==> src/rtl/mult_div_unit_pkg.sv <==
// Shared encodings for the iterative multiply/divide unit.
package mult_div_unit_pkg;

  localparam logic [1:0] OP_MULTU = 2'b00;
  localparam logic [1:0] OP_MULT  = 2'b01;
  localparam logic [1:0] OP_DIVU  = 2'b10;
  localparam logic [1:0] OP_DIV   = 2'b11;

  typedef enum logic [1:0] {
    IDLE = 2'd0,
    RUN  = 2'd1,
    FIX  = 2'd2
  } state_t;

  function automatic logic op_is_div(input logic [1:0] op);
    return op[1];
  endfunction

  function automatic logic op_is_signed(input logic [1:0] op);
    return op[0];
  endfunction

endpackage

==> src/rtl/mult_div_unit_cond_negate.sv <==
// Passes the input through, or its two's complement when neg is set.
module cond_negate
  import mult_div_unit_pkg::*;
#(
  parameter int W = 16
) (
  input  logic [W-1:0] din,
  input  logic         neg,
  output logic [W-1:0] dout
);

  assign dout = neg ? (~din + W'(1)) : din;

endmodule

==> src/rtl/mult_div_unit.sv <==
// Iterative signed/unsigned multiply and restoring divide with HI/LO result
// registers; all state advances on the falling clock edge.
module mult_div_unit
  import mult_div_unit_pkg::*;
#(
  parameter  int WIDTH = 16,
  localparam int CNT_W = $clog2(WIDTH + 1)
) (
  input  logic             clock,
  input  logic             reset,
  input  logic             start,
  input  logic [1:0]       op,
  input  logic [WIDTH-1:0] a,
  input  logic [WIDTH-1:0] b,
  input  logic             cancel,
  output logic             busy,
  output logic             done,
  output logic [WIDTH-1:0] hi,
  output logic [WIDTH-1:0] lo,
  output logic             div_by_zero
);

  state_t             state, state_nxt;
  logic [CNT_W-1:0]   cnt;
  logic               is_div_q, neg_p, neg_r, dbz_pend;
  logic [WIDTH-1:0]   mag_a, mag_b, rem;
  logic [2*WIDTH-1:0] acc;

  logic [WIDTH-1:0]   a_mag, b_mag, quo_fix, rem_fix;
  logic [2*WIDTH-1:0] prod_fix;
  logic [WIDTH:0]     mul_sum, div_shift, div_diff;
  logic               b_zero;

  assign b_zero = (b == '0);
  assign busy   = (state != IDLE);

  cond_negate #(.W(WIDTH)) u_neg_a (.din(a), .neg(op_is_signed(op) & a[WIDTH-1]), .dout(a_mag));
  cond_negate #(.W(WIDTH)) u_neg_b (.din(b), .neg(op_is_signed(op) & b[WIDTH-1]), .dout(b_mag));

  cond_negate #(.W(2*WIDTH)) u_fix_prod (.din(acc),            .neg(neg_p), .dout(prod_fix));
  cond_negate #(.W(WIDTH))   u_fix_quo  (.din(acc[WIDTH-1:0]), .neg(neg_p), .dout(quo_fix));
  cond_negate #(.W(WIDTH))   u_fix_rem  (.din(rem),            .neg(neg_r), .dout(rem_fix));

  // Multiply: acc holds {partial product, remaining multiplier bits}.
  assign mul_sum   = {1'b0, acc[2*WIDTH-1:WIDTH]} + {1'b0, (acc[0] ? mag_a : '0)};
  // Divide: acc[WIDTH-1:0] shifts the dividend out and the quotient in.
  assign div_shift = {rem, acc[WIDTH-1]};
  assign div_diff  = div_shift - {1'b0, mag_b};

  always_comb begin
    state_nxt = state;
    case (state)
      IDLE: if (start && !cancel) state_nxt = (op_is_div(op) && b_zero) ? FIX : RUN;
      RUN: begin
        if (cancel)                          state_nxt = IDLE;
        else if (cnt == CNT_W'(WIDTH - 1))   state_nxt = FIX;
      end
      FIX:     state_nxt = IDLE;
      default: state_nxt = IDLE;
    endcase
  end

  always_ff @(negedge clock or posedge reset) begin
    if (reset) state <= IDLE;
    else       state <= state_nxt;
  end

  always_ff @(negedge clock or posedge reset) begin
    if (reset) begin
      cnt         <= '0;
      is_div_q    <= 1'b0;
      neg_p       <= 1'b0;
      neg_r       <= 1'b0;
      dbz_pend    <= 1'b0;
      mag_a       <= '0;
      mag_b       <= '0;
      rem         <= '0;
      acc         <= '0;
      done        <= 1'b0;
      hi          <= '0;
      lo          <= '0;
      div_by_zero <= 1'b0;
    end else begin
      done <= 1'b0;
      case (state)
        IDLE: if (start && !cancel) begin
          cnt         <= '0;
          is_div_q    <= op_is_div(op);
          neg_p       <= op_is_signed(op) & (a[WIDTH-1] ^ b[WIDTH-1]);
          neg_r       <= op_is_signed(op) & a[WIDTH-1];
          dbz_pend    <= op_is_div(op) & b_zero;
          mag_a       <= a_mag;
          mag_b       <= b_mag;
          rem         <= '0;
          div_by_zero <= 1'b0;
          // Divide-by-zero keeps the raw dividend so hi can return it unmodified.
          if (op_is_div(op)) acc <= {{WIDTH{1'b0}}, (b_zero ? a : a_mag)};
          else               acc <= {{WIDTH{1'b0}}, b_mag};
        end
        RUN: if (!cancel) begin
          cnt <= cnt + CNT_W'(1);
          if (is_div_q) begin
            rem            <= div_diff[WIDTH] ? div_shift[WIDTH-1:0] : div_diff[WIDTH-1:0];
            acc[WIDTH-1:0] <= {acc[WIDTH-2:0], ~div_diff[WIDTH]};
          end else begin
            acc <= {mul_sum, acc[WIDTH-1:1]};
          end
        end
        FIX: if (!cancel) begin
          done        <= 1'b1;
          div_by_zero <= dbz_pend;
          // Most-negative / -1 needs no special case: the magnitude quotient
          // negates back onto itself and the remainder is zero.
          if (dbz_pend) begin
            hi <= acc[WIDTH-1:0];
            lo <= '1;
          end else if (is_div_q) begin
            hi <= rem_fix;
            lo <= quo_fix;
          end else begin
            {hi, lo} <= prod_fix;
          end
        end
        default: ;
      endcase
    end
  end

endmodule

==> config.mk <==
export PLATFORM = sky130hd
export DESIGN_NAME = mult_div_unit
export DESIGN_NICKNAME = d
export VERILOG_FILES = /design/src/rtl/mult_div_unit_pkg.sv /design/src/rtl/mult_div_unit_cond_negate.sv /design/src/rtl/mult_div_unit.sv
export SDC_FILE = /design/constraint.sdc
export NUM_CORES = 1
export LEC_CHECK = 0
export ABC_AREA = 1
export ABC_CLOCK_PERIOD_IN_PS = 3370
export CAP_MARGIN = 25
export CORE_MARGIN = 4
export CORE_UTILIZATION = 40
export CTS_BUF_LIST = sky130_fd_sc_hd__clkbuf_16
export CTS_CLUSTER_DIAMETER = 40
export DETAILED_ROUTE_END_ITERATION = 8
export GPL_TIMING_DRIVEN = 0
export PLACE_DENSITY = 0.7
export SLEW_MARGIN = 40
export SYNTH_ARGS = -nofsm -noshare
export SYNTH_HDL_FRONTEND = slang
export SYNTH_HIERARCHICAL = 1
export SYNTH_SLANG_ARGS = --single-unit
==> constraint.sdc <==
create_clock -name clock -period 3.37 [get_ports clock]
set_input_delay 0.5055 -clock clock [delete_from_list [all_inputs] [get_ports clock]]
set_output_delay 0.5055 -clock clock [all_outputs]
set_load 0.02 [all_outputs]
==> run_1/placed.png <==
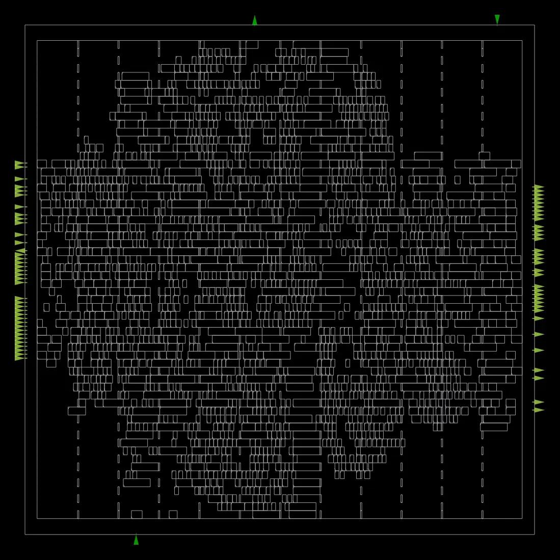
num tapcells: 341
core area: 0.0270 sq mm
Final Instance Count excl. Fillers: 2250

==> run_1/pinout.png <==
Bar = 50 um. Pins as bars across the die edge, other pins in gray.
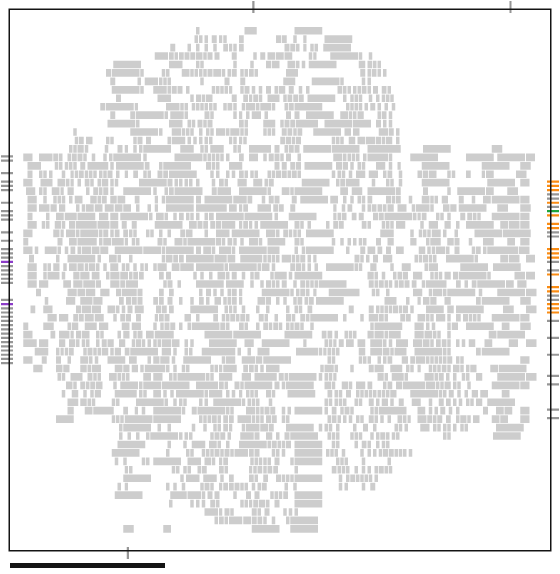
green -> `done`  # pins 1, direction output, edge right
orange -> `hi`  # pins 16, direction output, edge right
purple -> `op`  # pins 2, direction input, edge left
all pins by edge = 37 left, 33 right, 2 top, 1 bottom

==> run_1/sizing.png <==
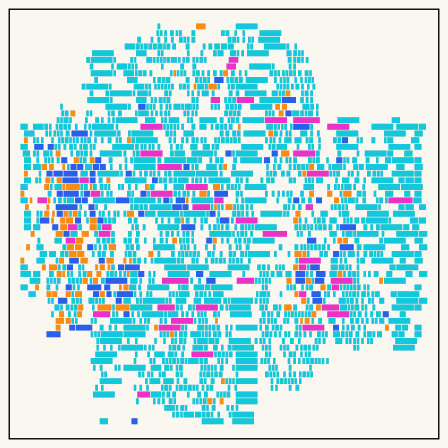
cyan -> x1 and smaller  # cells 1641, most used nand2_1
magenta -> x6 and larger  # cells 44, most used clkbuf_16
blue -> x3 and x4  # cells 92, most used buf_4
orange -> x2  # cells 132, most used nand2_2

==> reports/qor.yml, run 1 <==
floorplanning:
  initCoreUtil: 0.408
  row_count: 60
  dieWidth_um: 174
  io_pins: 73
  die_h_um: 174
  die-area_sq_mm: 0.0303
grt:
  overflow: 0
  grt_first_pass_wirelength_mm: 55.0
  grt.total_usage: 0.219
  grt_pass1_vias: 11100
  grt_max_degree: 23
  grt_antenna_before_repair: 0
timing:
  hold_slack_ns: 0.418
  slew_headroom: 0.631
  skew_ns: 0.00808
  setup_viol: 0
  rsz0062_at_grt: "yes"
  final_hold_viol_count: 0
  fin_ws_ns: 0.00846
power:
  netSwitchingPower_uw: 3760
  p_per_area_mw_per_mm2: 612
  peakVddDrop_uv: 441
  sequentialPowerShare: 0.306
  swShare: 0.455
  internal_power_uw: 4500
  combPwrFrac: 0.474
layout:
  logic_area_sq_mm: 0.00712
  num-nets-final: 1975
  buffers: 178
  logic_gates: 1375
  clock_buffers: 17
  seq_area_sq_mm: 0.00313
  largestClassByArea: "multi-input combinational cells"
  drive_gt1_frac: 0.140
  seq_area_frac: 0.232
  ff_count: 125
  areaGrowthSynthToFinish_pct: 22.4
  clk_share: 0.0425
  num-nonclk-inverters: 199
  sh_comb_area: 0.528
  num-fill-cells: 2694
clock_tree:
  clkSinkCount: 125
  cts_setup_buffers: 32
  ctsLongestPathBuffers: 2
  clkLatencyLatePin_ns: 0.40
  htreeDepth: 4
  cts_root_buf: "clkbuf_16"
  hold_buffers: 0
  cts_resized: 159
  cts.reportedPaths.clkPinSlew_ns: 0.05
  cts_tree: "done"
  cts_made_buffers: 17
critical_path:
  crit_path_end_kind: "register"
  cp_max_fo: 5
  cp_num_buf_inv: 2
  crit_slowest_cell: "dlygate4sd2_1"
  critPathKind: "in -> reg"
  startpoint_type: "input port"
  crit_chain: "dlygate4sd2_1 -> inv_2 -> ha_4 -> nand3_4 -> o21bai_4 -> nand3_1 -> nand2_1 -> nand2_1 -> nand2_1 -> o21ai_2 -> nand2_1 -> a21oi_1"
  critPathRequiredTime_ns: 1.93
  cp.arrival_ns: 1.92
synth:
  ys.warnings.count: 6
  fa_ha_area_frac: 0.0479
  ys_seq_elements: 125
  xor_area_frac: 0.0382
  mux_area_frac: 0
  synth.logic.top_family: "simple AND/OR/NAND/NOR gates"
  area_leaders: "dfrtn_1, nand2_1, inv_1"
  syn_inst: 1760
  yosys.area_share.aoi: 0.138
  synth.avg_cell_area_sq_um: 6.26
  ys_cells: 1760
  simple_gate_share: 0.393
  yosysChipArea_sq_mm: 0.0110
placed_design:
  place_congestion: 0.920
  dp_cells: 2178
  dpl_worst_slack_ns: -0.997
job:
  tool_warnings: 29
  maxCapViolCount: 0
hold_path:
  min_path_type: "reg -> reg"
routing:
  drt_pass1_iterations: 5
  detail_route.iter0.violations: 863
  totalWireLength_mm: 33.7
  num_vias: 11800
  remaining_drc_errors: 0
  drtAntennaViolNets: 0
  via_per_inst: 5.22
run_status:
  status: "complete, no violations"
## run 1: per-layer routing
| layer | routed length [um] | GRT usage |
|---|---|---|
| met1 | 15600 | 0.301 |
| met2 | 15000 | 0.352 |
| met3 | 1970 | 0.0309 |
| met4 | 1100 | 0.0851 |
| met5 | 0 | 0 |
## run 1: stage by stage
step | utilization | instance area [sq um]
global placement | 0.450 | 12200
detailed placement | 0.455 | 12300
floorplan | - | 11000
CTS | 0.492 | 13300
finish | 0.499 | 13500
global route | 0.499 | 13500
## run 1: cells in the final DEF, fill, tap and decap left out, types with 5 or more instances in the layout
master           Yosys  layout
nand4_1             28      28
o21ai_0             99      76
xor2_1              23      22
ha_1                39      37
nand2_2             13      29
o21ai_1             22      35
a21oi_1            115     105
clkbuf_2             0      12
o21ai_2              2      11
nand2_4              3       5
o21a_1              17      17
clkdlybuf4s15_1      0      20
nor2_2              24      26
buf_4               16      49
xnor2_1             25      23
a21oi_2              1      10
nor2_1             146     138
o21ai_4              4       5
buf_12               0       5
nand3_2              5       5
clkbuf_1            32      25
inv_1              187     171
buf_6                3      10
buf_2                7       7
nor2_4               7      13
clkbuf_16            0      17
inv_2                7      23
nand2_1            630     612
dlygate4sd2_1        0      35
dfrtn_1            125     125
nand3_1            129     127
nand3b_1            12      12
o21bai_4             4       6
nor3_1              10      10
## run 1: path summary, 6_finish.rpt
| check | startpoint | end | slack, ns | cells after the start |
|---|---|---|---|---|
| setup / recovery | b[0] | acc[12] | 0.008 | 12 |
| hold / removal | mag_a[3] | mag_a[3] | 0.42 | 2 |
| setup reg to reg | acc[0] | acc[29] | 0.45 | 16 |
| hold reg to reg | mag_a[3] | mag_a[3] | 0.42 | 2 |
| max in group asynchronous | reset | hi[5] | 0.38 | 6 |
| min in group asynchronous | reset | acc[30] | 1.98 | 2 |
## run 1: power groups by stage
stage / Combinational [uW] / Sequential (uW) / Clock [uW]
floorplan: 2510 / 2570 / 0
global placement: 3800 / 2510 / 0
detailed placement: 3880 / 2520 / 0
CTS: 3840 / 2490 / 1840
global route: 4360 / 2590 / 1910
finish: 3910 / 2520 / 1820
## run 1: sequential cells by signal (all words and copies together), names as in the netlist
signal       flops
state            2
div_by_zero      1
neg_r            1
cnt              5
rem             16
lo              16
neg_p            1
is_div_q         1
acc             32
mag_a           16
hi              16
done             1
mag_b           16
dbz_pend         1
## run 1: Yosys cell counts
cell type and n:
ha_1 39, a31oi_1 1, o21ai_1 22, buf_2 7, buf_1 5, nor2_1 146, fa_1 2, clkbuf_1 32
inv_6 1, inv_2 7, nand2_4 3, o21ai_0 99, nand3_1 129, nor3_4 1, nand4_1 28, clkinv_2 2
nor2_4 7, nor3_2 1, dfrtn_1 125, o21a_1 17, a21oi_2 1, inv_1 187, clkinv_1 2, a21oi_1 115
buf_4 16, o21bai_4 4, nor3_1 10, nand3_2 5, o22ai_1 2, o21ai_4 4, nand2_2 13, o21ai_2 2
nand3b_1 12, o21bai_1 3, nor2_2 24, and2_1 2, or2_2 1, a21o_1 1, xnor2_1 25, nand2_1 630
nor2_8 1, xor2_1 23, buf_6 3
## run 1: tightest hold or removal path, stage by stage (launching register included)
cell and delay (ns):
dfrtn_1 0.40, nand2_1 0.05, nand2_1 0.05
==> run 2, diff against run 1 <==
--- a/config.mk
+++ b/config.mk
@@ -6,7 +6,6 @@
 export NUM_CORES = 1
 export LEC_CHECK = 0
 export ABC_AREA = 1
-export ABC_CLOCK_PERIOD_IN_PS = 3370
 export CAP_MARGIN = 25
 export CORE_MARGIN = 4
 export CORE_UTILIZATION = 40
==> constraint.sdc (replaced) <==
create_clock -name clock -period 2.9 [get_ports clock]
set_input_delay 0.435 -clock clock [delete_from_list [all_inputs] [get_ports clock]]
set_output_delay 0.435 -clock clock [all_outputs]
set_load 0.02 [all_outputs]
==> run_2/closeup.png <==
Window x 120 to 140, y 120 to 140 um. Cells in gray, sequential cells in the stronger gray; small squares are vias.
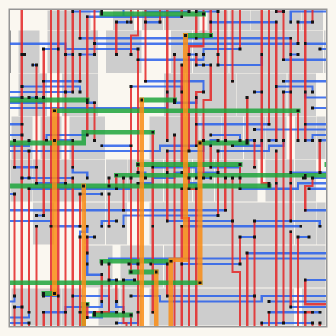
orange -> M4
red -> M2
blue -> M1
green -> M3
cells with their middle in the window = 45
sequential cells in the window = 0
most frequent = nand2_1 (14), inv_1 (6)

==> reports/qor.yml, run 2 <==
run_status:
  status: "complete, but fails checks"
  violations: "setup timing"
clock_tree:
  cts_root_buf: "clkbuf_16"
  clkLatencyLatePin_ns: 0.41
  clkSinkCount: 125
  cts_made_buffers: 17
  ctsLongestPathBuffers: 2
  htreeDepth: 4
  cts_tree: "done"
  cts.reportedPaths.clkPinSlew_ns: 0.04
routing:
  drtAntennaViolNets: 0
  detail_route.iter0.violations: 1172
  wl_met1_mm: 15.5
  wl_per_cell_um: 16.1
  routed-wl-met3_mm: 2.36
  drt_pass1_iterations: 6
  num_vias: 12100
  via_per_inst: 5.33
  remaining_drc_errors: 0
  highest_layer: "met4"
  route.met2.wl_mm: 17.6
  totalWireLength_mm: 36.6
power:
  netSwitchingPower_uw: 4450
  combPwrFrac: 0.484
  peakVddDrop_uv: 377
  p_per_area_mw_per_mm2: 711
  swShare: 0.458
synth:
  area_leaders: "dfrtn_1, nand2_1, inv_1"
  mux_area_frac: 0
  edf_count: 0
  syn_area_sq_mm: 0.0110
  synth.avg_cell_area_sq_um: 6.26
  syn_inst: 1760
  synth.logic.top_family: "simple AND/OR/NAND/NOR gates"
  xor_area_frac: 0.0382
  simple_gate_share: 0.393
  yosysMostFrequentCell: "nand2_1"
  ys.warnings.count: 6
  synthFlopType: "dfrtn_1"
  fa_ha_area_frac: 0.0479
  top_cells_by_count: "nand2_1, inv_1, nor2_1, nand3_1, dfrtn_1"
  ys_seq_elements: 125
  ys_cells: 1760
  async_flop_share: 1.00
layout:
  areaGrowthSynthToFinish_pct: 24.1
  top_register: "acc"
  largest_reg_flops: 32
  layout_top_cell: "nand2_1"
  drive_gt1_frac: 0.196
  final_area_sq_mm: 0.0137
  num-nets-final: 1992
placed_design:
  dp_cells: 2177
  dpl_cell_area_sq_mm: 0.0125
  io_buffers: 71
  dpl_worst_slack_ns: -1.19
critical_path:
  startpoint_type: "register"
  crit_path_end_kind: "primary output"
  critPathKind: "reg -> out"
  crit_slowest_cell: "dfrtn_1"
  cp_max_fo: 2
  cp_num_buf_inv: 2
  crit_chain: "inv_2 -> nand2_4 -> buf_6"
  critPathRequiredTime_ns: 2.47
grt:
  overflow: 0
  grt_pass1_vias: 11300
  grt_first_pass_wirelength_mm: 57.8
  grt_max_degree: 25
  grt.total_usage: 0.234
  grt_antenna_before_repair: 0
floorplanning:
  die-area_sq_mm: 0.0303
  die_h_um: 174
  initCoreUtil: 0.408
  coreArea_sq_mm: 0.0270
  io_pins: 73
  dieWidth_um: 174
timing:
  finalMaxSlewViolations: 0
  setup_viol: 3
  slew_headroom: 0.570
  skew_ns: 0.0121
  final.setup.tns_ns: -0.111
  fin_ws_ns: -0.0956
  rsz0062_at_grt: "yes"
  final_hold_viol_count: 0
hold_path:
  min_path_type: "reg -> reg"
job:
  maxCapViolCount: 0
  tool_warnings: 29
==> run_2/placed.png <==
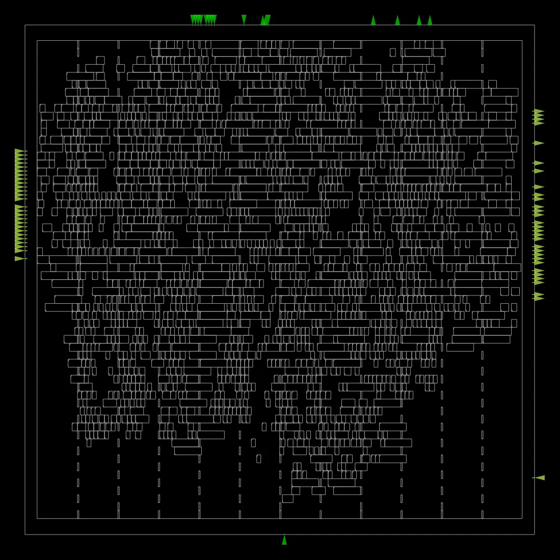
Final Instance Count excl. Fillers: 2267
row count: 60

## run 2: repair_timing
action                     in CTS  in global routing
hold buffers                    0                  0
buffers inserted               36                 21
gates cloned                    4                  0
setup endpoints to repair     160                 51
pin swaps                      45                 52
gates resized                 311                135
## run 2: layer usage
layer  global-route usage  up-vias
met3               0.0348       87
met2                0.398      453
met1                0.303     5585
li1                     -     5948
met4               0.0822        0
met5                    0        -
## run 2: layout make-up
class	count	area [sq um]
Clock inverter	15	148
Clock buffer	17	425
Inverter	199	811
Tap cell	341	427
Sequential cell	125	3130
Fill cell	2657	13400
Buffer	61	380
Timing Repair Buffer	133	1060
Multi-Input combinational cell	1376	7290
## run 2: worst paths after layout
path | from | to | slack (ns) | depth (start not counted)
hold reg to reg | hi[13] | hi[13] | 0.43 | 2
hold / removal | hi[13] | hi[13] | 0.43 | 2
min in group asynchronous | reset | acc[25] | 1.71 | 2
setup / recovery | state[1] | busy | -0.1 | 3
setup reg to reg | acc[0] | acc[29] | 0.28 | 13
max in group asynchronous | reset | acc[13] | 0.50 | 4
## run 2: worst register-to-register path: stages (launching register included)
cell	delay [ns]
dfrtn_1	0.60
buf_4	0.29
nand2_1	0.14
fa_1	0.45
inv_1	0.14
nand3_1	0.08
nand2_1	0.15
nand2_1	0.07
nand2_1	0.12
nand3_1	0.08
nand2_1	0.11
a21oi_1	0.07
o21ai_1	0.09
nand2_1	0.06
## run 2: power by group through the flow
stage / Sequential [uW] / Clock, uW / Combinational [uW]
floorplan: 2980 / 0 / 2950
global placement: 2930 / 0 / 4480
detailed placement: 2950 / 0 / 4580
CTS: 2910 / 2110 / 4510
global route: 2990 / 2180 / 5220
finish: 2920 / 2090 / 4700
## run 2: kinds of logic (layout without fill, tap and decap cells)
kind of cell | Yosys count | count (layout)
AND-OR/OR-AND | 271 | 273
XOR/XNOR | 48 | 48
adder cells (fa/ha/maj) | 41 | 41
buffers and inverters | 262 | 425
flip-flops | 125 | 125
AND/OR/NAND/NOR | 1013 | 1014
## run 2: per-stage QoR
stage | hold WS, ns | utilization
final | 0.430 | 0.506
after global routing | 0.452 | 0.506
after CTS | 0.427 | 0.494
after detailed placement | 0.426 | 0.461
after global placement | 0.423 | 0.457
after floorplan | 0.403 | -
==> run 3, diff against run 2 <==
--- a/config.mk
+++ b/config.mk
@@ -10,10 +10,9 @@
 export CORE_MARGIN = 4
 export CORE_UTILIZATION = 40
 export CTS_BUF_LIST = sky130_fd_sc_hd__clkbuf_16
-export CTS_CLUSTER_DIAMETER = 40
 export DETAILED_ROUTE_END_ITERATION = 8
-export GPL_TIMING_DRIVEN = 0
 export PLACE_DENSITY = 0.7
+export RECOVER_POWER = 100
 export SLEW_MARGIN = 40
 export SYNTH_ARGS = -nofsm -noshare
 export SYNTH_HDL_FRONTEND = slang
==> run_3/util_map.png <==
The die is cut into 17 by 17 equal tiles; white is low, dark blue is high, 0 to 100% covered.
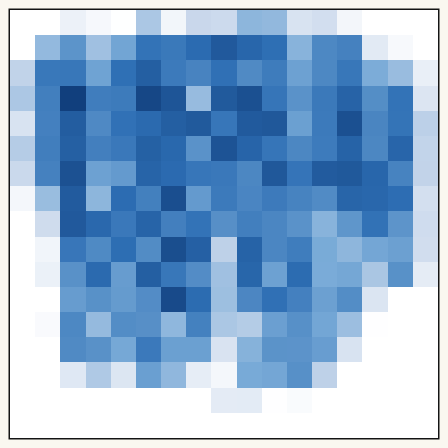
fullest tile = 94%
nearly empty tiles = 21%
emptiest ninth of the die = lower right

==> reports/qor.yml, run 3 <==
synth:
  ys_seq_elements: 125
  ys.warnings.count: 6
  fa_ha_area_frac: 0.0479
  area_leaders: "dfrtn_1, nand2_1, inv_1"
  synth.logic.top_family: "simple AND/OR/NAND/NOR gates"
  edf_count: 0
  yosys.area_share.aoi: 0.138
  yosysChipArea_sq_mm: 0.0110
  syn_area_sq_mm: 0.0110
  synth.avg_cell_area_sq_um: 6.26
  synthFlopType: "dfrtn_1"
  mux_area_frac: 0
  top_cells_by_count: "nand2_1, inv_1, nor2_1, nand3_1, dfrtn_1"
  ys_cells: 1760
  syn_inst: 1760
  yosysMostFrequentCell: "nand2_1"
  xor_area_frac: 0.0382
  async_flop_share: 1.00
  simple_gate_share: 0.393
layout:
  largest_reg_flops: 32
  top_register: "acc"
  logic_area_sq_mm: 0.00725
  num-nets-final: 2025
  layout_top_cell: "nand2_1"
  areaGrowthSynthToFinish_pct: 26.4
  seq_area_sq_mm: 0.00313
  antenna_cells: 0
  drive_gt1_frac: 0.220
  lay_top_cells: "nand2_1, inv_1, buf_4"
critical_path:
  startpoint_type: "register"
  critPathKind: "reg -> out"
  reg2reg_from: "acc[0]"
  crit_path_end_kind: "primary output"
  cp_max_fo: 2
  crit_start: "state[0]"
  cp.arrival_ns: 2.53
  critPathRequiredTime_ns: 2.47
clock_tree:
  clkLatencyLatePin_ns: 0.40
  cts_root_buf: "clkbuf_16"
  hold_buffers: 0
  cts_tree: "done"
  clkSinkCount: 125
  htreeDepth: 4
  cts_made_buffers: 17
  ctsLongestPathBuffers: 2
  cts.reportedPaths.clkPinSlew_ns: 0.05
grt:
  grt_antenna_before_repair: 0
  grt_first_pass_wirelength_mm: 56.9
  grt.met3_usage: 0.0344
  grtUsageMet2: 0.390
  overflow: 0
  grt-busiest-layer: "met2"
  grt_max_degree: 68
  grt.total_usage: 0.229
  grt_pass1_vias: 11100
power:
  internal_power_uw: 5440
  swShare: 0.449
  peakVddDrop_uv: 462
  netSwitchingPower_uw: 4430
  sequentialPowerShare: 0.297
  p_per_area_mw_per_mm2: 708
  combPwrFrac: 0.465
routing:
  num_vias: 12200
  remaining_drc_errors: 0
  via_per_inst: 5.29
  detail_route.iter0.violations: 1067
  wl_per_cell_um: 15.6
  totalWireLength_mm: 35.8
  drt_pass1_iterations: 7
placed_design:
  place_congestion: 0.973
  dpl_worst_slack_ns: -0.827
timing:
  finalMaxSlewViolations: 0
  skew_ns: 0.00937
  setup_viol: 4
  slew_headroom: 0.459
  fin_ws_ns: -0.0606
  final_hold_viol_count: 0
  rsz0062_at_grt: "yes"
floorplanning:
  row_count: 60
  coreArea_sq_mm: 0.0270
  initCoreUtil: 0.408
  die_h_um: 174
  die-area_sq_mm: 0.0303
  io_pins: 73
job:
  maxCapViolCount: 0
  tool_warnings: 29
run_status:
  violations: "setup timing"
  status: "complete, but fails checks"
hold_path:
  hold_path.startpoint: "hi[10]"
==> run_3/placed.png <==
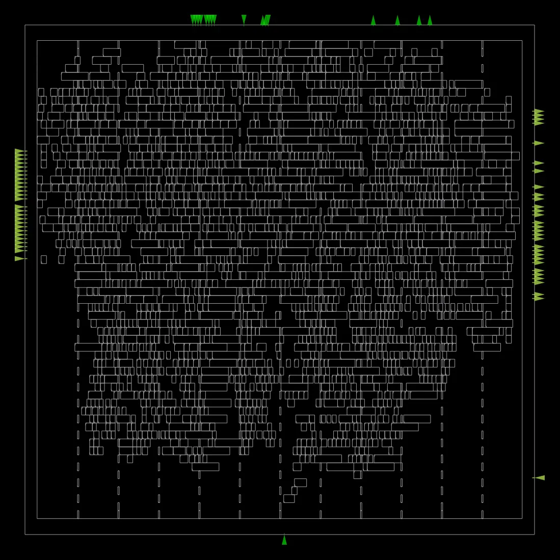
Final Instance Count excl. Fillers: 2300
Final Util: 0.515
Filler cells: 2661

run 3: cell types whose count changed in the layout (fill, tap and decap cells not counted), sizes merged:
cell	change
buf	+35
bufinv	+2
clkbuf	-5
dlygate4sd2	+1
dlygate4sd3	+1
inv	-1
nand2	+1
o21bai	-1
run 3: power groups by stage:
stage / clock network [uW] / registers, uW / logic [uW]
final: 2360 / 2930 / 4580
after global routing: 2460 / 2990 / 5120
after CTS: 2380 / 2910 / 4500
after detailed placement: 0 / 2950 / 4630
after global placement: 0 / 2930 / 4550
after floorplan: 0 / 2980 / 2950
run 3: path summary, 6_finish.rpt:
path / depth (start not counted) / endpoint / slack, ns
max: 3 / busy / -0.06
min: 2 / hi[10] / 0.42
max reg2reg: 15 / acc[29] / 0.49
min reg2reg: 2 / hi[10] / 0.42
max in group asynchronous: 3 / mag_a[12] / 0.19
min in group asynchronous: 3 / acc[24] / 2.03
run 3: kinds of logic (layout without fill, tap and decap cells):
group | count (synthesis) | after routing
XOR/XNOR | 48 | 48
AND/OR/NAND/NOR | 1013 | 1015
buffers and inverters | 262 | 458
AND-OR/OR-AND | 271 | 272
adder cells (fa/ha/maj) | 41 | 41
flip-flops | 125 | 125
run 3: cell type report:
cell class | instances | share of cell area
clock inverters | 15 | 0.0151
repair inverters | 1 | 0.000359
clock buffers | 17 | 0.0305
multi-input cells | 1376 | 0.520
well taps | 341 | 0.0306
inverters | 199 | 0.0577
flip-flops and latches | 125 | 0.225
repair buffers | 226 | 0.121
run 3: what timing repair did:
action / CTS / global route
resized: 263 / 108
pin swaps: 44 / 62
gates cloned: 4 / 0
setup buffers: 16 / 11
hold endpoints to repair: 0 / 0
endpoints found under the setup margin: 155 / 57
run 3: worst max-delay path, stage by stage, from the launching register on:
cell	delay, ns
dfrtn_1	0.42
inv_2	0.05
nand2_2	0.08
buf_6	0.12
run 3: layer usage:
layer  vias to the layer above  part of all wire
met5                         -                 0
met4                         0             0.023
met3                        71             0.069
met2                       492              0.48
met1                      5615              0.43
li1                       5992                 -
run 3: per-stage QoR:
step | std cells | cell area (sq um) | setup TNS [ns] | hold WS, ns
floorplan | 1760 | 11200 | -53.03 | 0.403
global placement | 2239 | 13100 | -74.56 | 0.417
detailed placement | 2239 | 13100 | -77.08 | 0.423
CTS | 2291 | 13900 | -0.0667 | 0.424
global route | 2300 | 13900 | -2.39 | 0.440
finish | 2300 | 13900 | -0.117 | 0.423
Power and IR drop assume default switching activity.
